### src/rtl/sprite_anim_sequencer.sv
// Walk-cycle animation controller for the player sprite, clocked by vertical sync.
// Picks the sprite-sheet image (idle / walk frames / turn) and pulses on each walk-frame advance.
module sprite_anim_sequencer #(
  parameter logic [7:0] KEY_RIGHT  = 8'd79,
  parameter logic [7:0] KEY_LEFT   = 8'd80,
  parameter int         FRAME_HOLD = 6,
  parameter int         TURN_HOLD  = 3,
  parameter logic [3:0] RIGHT_BASE = 4'd8,
  parameter logic [3:0] LEFT_BASE  = 4'd4,
  parameter logic [3:0] IDLE_R_SEL = 4'd0,
  parameter logic [3:0] IDLE_L_SEL = 4'd1,
  parameter logic [3:0] TURN_SEL   = 4'd12
) (
  input  logic       frame_clk,
  input  logic       Reset_n,
  input  logic [7:0] Keycode,
  output logic [3:0] anim_sel,
  output logic       facing_left,
  output logic       walking,
  output logic       step_pulse
);

  localparam logic [1:0] IDLE = 2'd0;
  localparam logic [1:0] WALK = 2'd1;
  localparam logic [1:0] TURN = 2'd2;

  localparam int HOLD_W = $clog2(FRAME_HOLD + 1);
  localparam int TURN_W = $clog2(TURN_HOLD + 1);
  localparam logic [HOLD_W-1:0] HOLD_LAST = HOLD_W'(FRAME_HOLD - 1);
  localparam logic [TURN_W-1:0] TURN_LAST = TURN_W'(TURN_HOLD - 1);

  logic [1:0]        state_q, state_d;
  logic              dir_q, dir_d;
  logic [1:0]        phase_q, phase_d;
  logic [HOLD_W-1:0] hold_q, hold_d;
  logic [TURN_W-1:0] turn_q, turn_d;
  logic              step_q, step_d;
  logic              fwd, rev;

  // Keys are judged relative to the current facing; in TURN dir has already flipped,
  // so "fwd" there means the key of the new direction.
  assign fwd = (Keycode == (dir_q ? KEY_LEFT : KEY_RIGHT));
  assign rev = (Keycode == (dir_q ? KEY_RIGHT : KEY_LEFT));

  always_comb begin
    state_d = state_q;
    dir_d   = dir_q;
    phase_d = phase_q;
    hold_d  = hold_q;
    turn_d  = turn_q;
    step_d  = 1'b0;
    case (state_q)
      IDLE: begin
        if (fwd) begin
          state_d = WALK;
          phase_d = 2'd0;
          hold_d  = '0;
        end else if (rev) begin
          state_d = TURN;
          dir_d   = ~dir_q;
          turn_d  = '0;
        end
      end
      WALK: begin
        if (fwd) begin
          if (hold_q == HOLD_LAST) begin
            hold_d  = '0;
            phase_d = phase_q + 2'd1;
            step_d  = 1'b1;
          end else begin
            hold_d = hold_q + 1'b1;
          end
        end else if (rev) begin
          state_d = TURN;
          dir_d   = ~dir_q;
          hold_d  = '0;
          phase_d = 2'd0;
          turn_d  = '0;
        end else begin
          state_d = IDLE;
          hold_d  = '0;
          phase_d = 2'd0;
        end
      end
      TURN: begin
        // Reverse presses here never re-flip dir: only the new-direction key resumes walking.
        if (turn_q != TURN_LAST) begin
          turn_d = turn_q + 1'b1;
        end else if (fwd) begin
          state_d = WALK;
          phase_d = 2'd0;
          hold_d  = '0;
        end else begin
          state_d = IDLE;
        end
      end
      default: state_d = IDLE;
    endcase
  end

  always_ff @(posedge frame_clk or negedge Reset_n) begin
    if (!Reset_n) begin
      state_q <= IDLE;
      dir_q   <= 1'b0;
      phase_q <= 2'd0;
      hold_q  <= '0;
      turn_q  <= '0;
      step_q  <= 1'b0;
    end else begin
      state_q <= state_d;
      dir_q   <= dir_d;
      phase_q <= phase_d;
      hold_q  <= hold_d;
      turn_q  <= turn_d;
      step_q  <= step_d;
    end
  end

  always_comb begin
    anim_sel = IDLE_R_SEL;
    case (state_q)
      IDLE:    anim_sel = dir_q ? IDLE_L_SEL : IDLE_R_SEL;
      WALK:    anim_sel = (dir_q ? LEFT_BASE : RIGHT_BASE) + {2'b00, phase_q};
      TURN:    anim_sel = TURN_SEL;
      default: anim_sel = IDLE_R_SEL;
    endcase
  end

  assign facing_left = dir_q;
  assign walking     = (state_q == WALK);
  assign step_pulse  = step_q;

endmodule

### config.mk
export PLATFORM = sky130hd
export DESIGN_NAME = sprite_anim_sequencer
export DESIGN_NICKNAME = d
export VERILOG_FILES = /design/src/rtl/sprite_anim_sequencer.sv
export SDC_FILE = /design/constraint.sdc
export NUM_CORES = 1
export LEC_CHECK = 0
export CORE_MARGIN = 4
export CORE_UTILIZATION = 46
export CTS_CLUSTER_DIAMETER = 150
export CTS_CLUSTER_SIZE = 30
export DETAILED_ROUTE_END_ITERATION = 8
export PLACE_DENSITY = 0.76
export SYNTH_ARGS = -nofsm -noshare
export SYNTH_HDL_FRONTEND = slang
export SYNTH_SLANG_ARGS = --single-unit
### constraint.sdc
create_clock -name frame_clk -period 2.5 [get_ports frame_clk]
set_input_delay 0.5 -clock frame_clk [delete_from_list [all_inputs] [get_ports frame_clk]]
set_output_delay 0.5 -clock frame_clk [all_outputs]
set_load 0.02 [all_outputs]
Fig. 1: supply network
The bar under the picture is 10 um long. Pins as bars on the die edge.
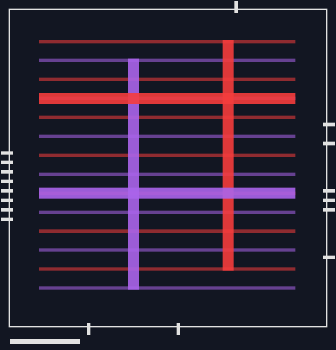
legend:
  red:
    net: VDD
  purple:
    net: VSS
met4 straps: 2
met1 rails: 14
rows: 13
met5 straps: 2

Fig. 2: cells coloured by class
Fill, decap, tap and diode cells in grey.
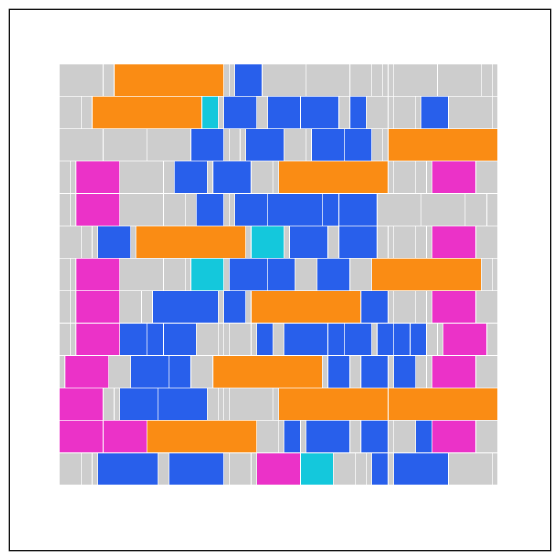
legend:
  orange:
    class: sequential cells
    cells: 11
    share_of_their_area: 33%
  magenta:
    class: remaining buffers and delay cells
    cells: 16
    share_of_their_area: 19%
  cyan:
    class: clock drivers and dummy loads
    cells: 4
    share_of_their_area: 3.2%
  blue:
    class: remaining logic cells
    cells: 51
    share_of_their_area: 44%
fin area: 848.3 um^2
final core utilization: 0.6519

Fig. 3: clock distribution
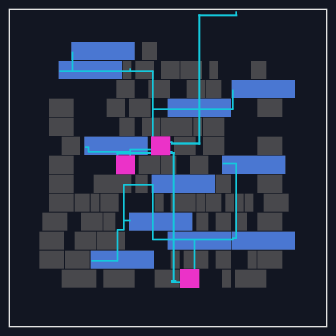
legend:
  cyan:
    item: clock wires
    length: 174 um
  blue:
    item: flip-flops
    count: 11
  magenta:
    item: clock-net drivers
    count: 3
routed clock nets: 4
clk_skew: 1.687 ps
clock network power share: 0.322

Fig. 4: routed metal, one colour a layer
The bar under the picture is 10 um long. Two of the layers only.
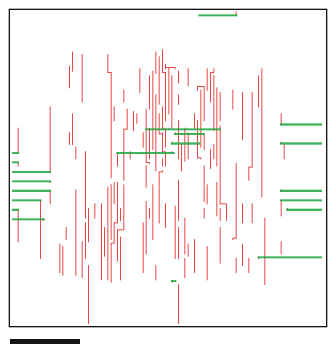
legend:
  red:
    layer: M2
    wire_length: 607 um
  green:
    layer: M3
    wire_length: 95.2 um
Post-Route WL: 1313 um
GRT Overall Usage: 0.1480
Vias: 573
Routed WL per cell: 13.54 um

Fig. 5: clock routing
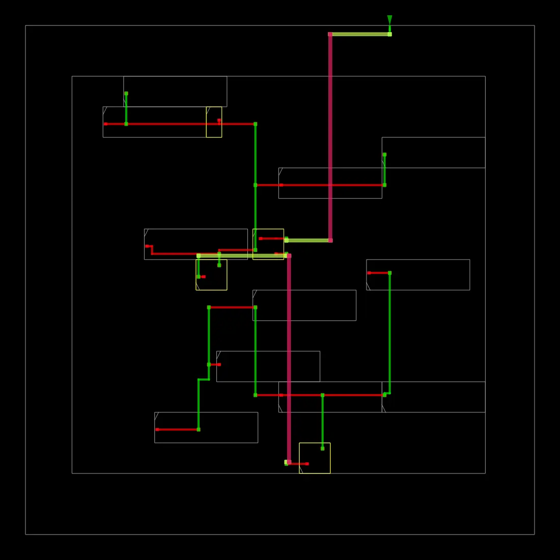
Seq Cell Count: 11
Clock group: 0.125 mW
CTS Sinks: 11
clk_lat worst skew: 270 ps
Inserted Clock Buffers: 3

==> changes_impl.md <==
## Flow update

- Run status: complete, no violations
- Fraction of area in registers: 0.3245
- Max stage delay on crit path: 590 ps
- Cell total in the yosys stat output: 62
- M2 GR Usage: 0.2373
- Comb gates: 46
- Die Size: 0.002054 mm^2
- Grt ovf: 0
- Clock Tree Buf Depth: 2
- Adder Area Share: 0.01953
- IO buf count: 16
- DR vias/cell: 5.907
- Hold buffer count at CTS: 0
- Cell Area, Placed: 819.5 um^2
- CTS tree: built
- Hold slack: 477.6 ps
- Busiest grt layer: met2
- Residual DRC: 0
- Combinational share of cell area: 0.4115
- H-Tree Depth: 1
- P_comb: 0.0618 mW
- ANT cells: 0
- Final nets: 94
- Crit-path slowest cell: clkdlybuf4s50_1
- Initial antenna violation count: 0
- RePlAce Congestion: 0.7634
- CP arrival: 1810 ps
- Max-Cap Viols: 0
- Worst Setup SP: state_q[1]
- Main area contributors: dfrtp_1 43%, a21o_1 4.7%, a2111oi_0 4.1%
- Worst setup EP type: output pin
- Power Total: 0.3871 mW
- Group drawing the most power: sequential cells
- Setup TNS Final: 0 ps
- Final setup margin: 186.8 ps
- Slew margin rel.: 0.6703
- Worst r2r path cells: 3
- Net Switching: 0.09957 mW
- Top logic cells by instance count in the layout: 16 x clkdlybuf4s50_1, 11 x dfrtp_1, 5 x nand2_1
- Startpoint Class: flip-flop
- Top reg by flops: hold_q
- Clock transition at path regs: 70 ps
- N_taps: 15
- Warnings from Yosys: 0
- Top_reg_cell synth: dfrtp_1
- Post-synth top cells: 11 x dfrtp_1, 6 x nand2_1, 5 x inv_1
- CP bufs+invs: 3
- Hold wc startpoint: turn_q[0]
- Hold Path Depth: 1
- Worst-path fanout max: 8
- Top class by area: logic gates
- Worst Tran Pin Value: 493.0 ps
- Count leader, synth: dfrtp_1
- Highest-count logic cell in the final layout: clkdlybuf4s50_1
- First-pass GRT wire length: 2173 um
- Sw frac: 0.2572
- Delay-heaviest family, CP: buffers and inverters
- ClkCell Share: 0.03097
- Critical Path Sink: anim_sel[1]
- Post-route insts no fill: 97
- Synthesized instance count: 62
- Die width: 45.32 um
- DR pass1 iterations: 4
Power figures rest on the tool's default switching activity, not on a simulated workload.
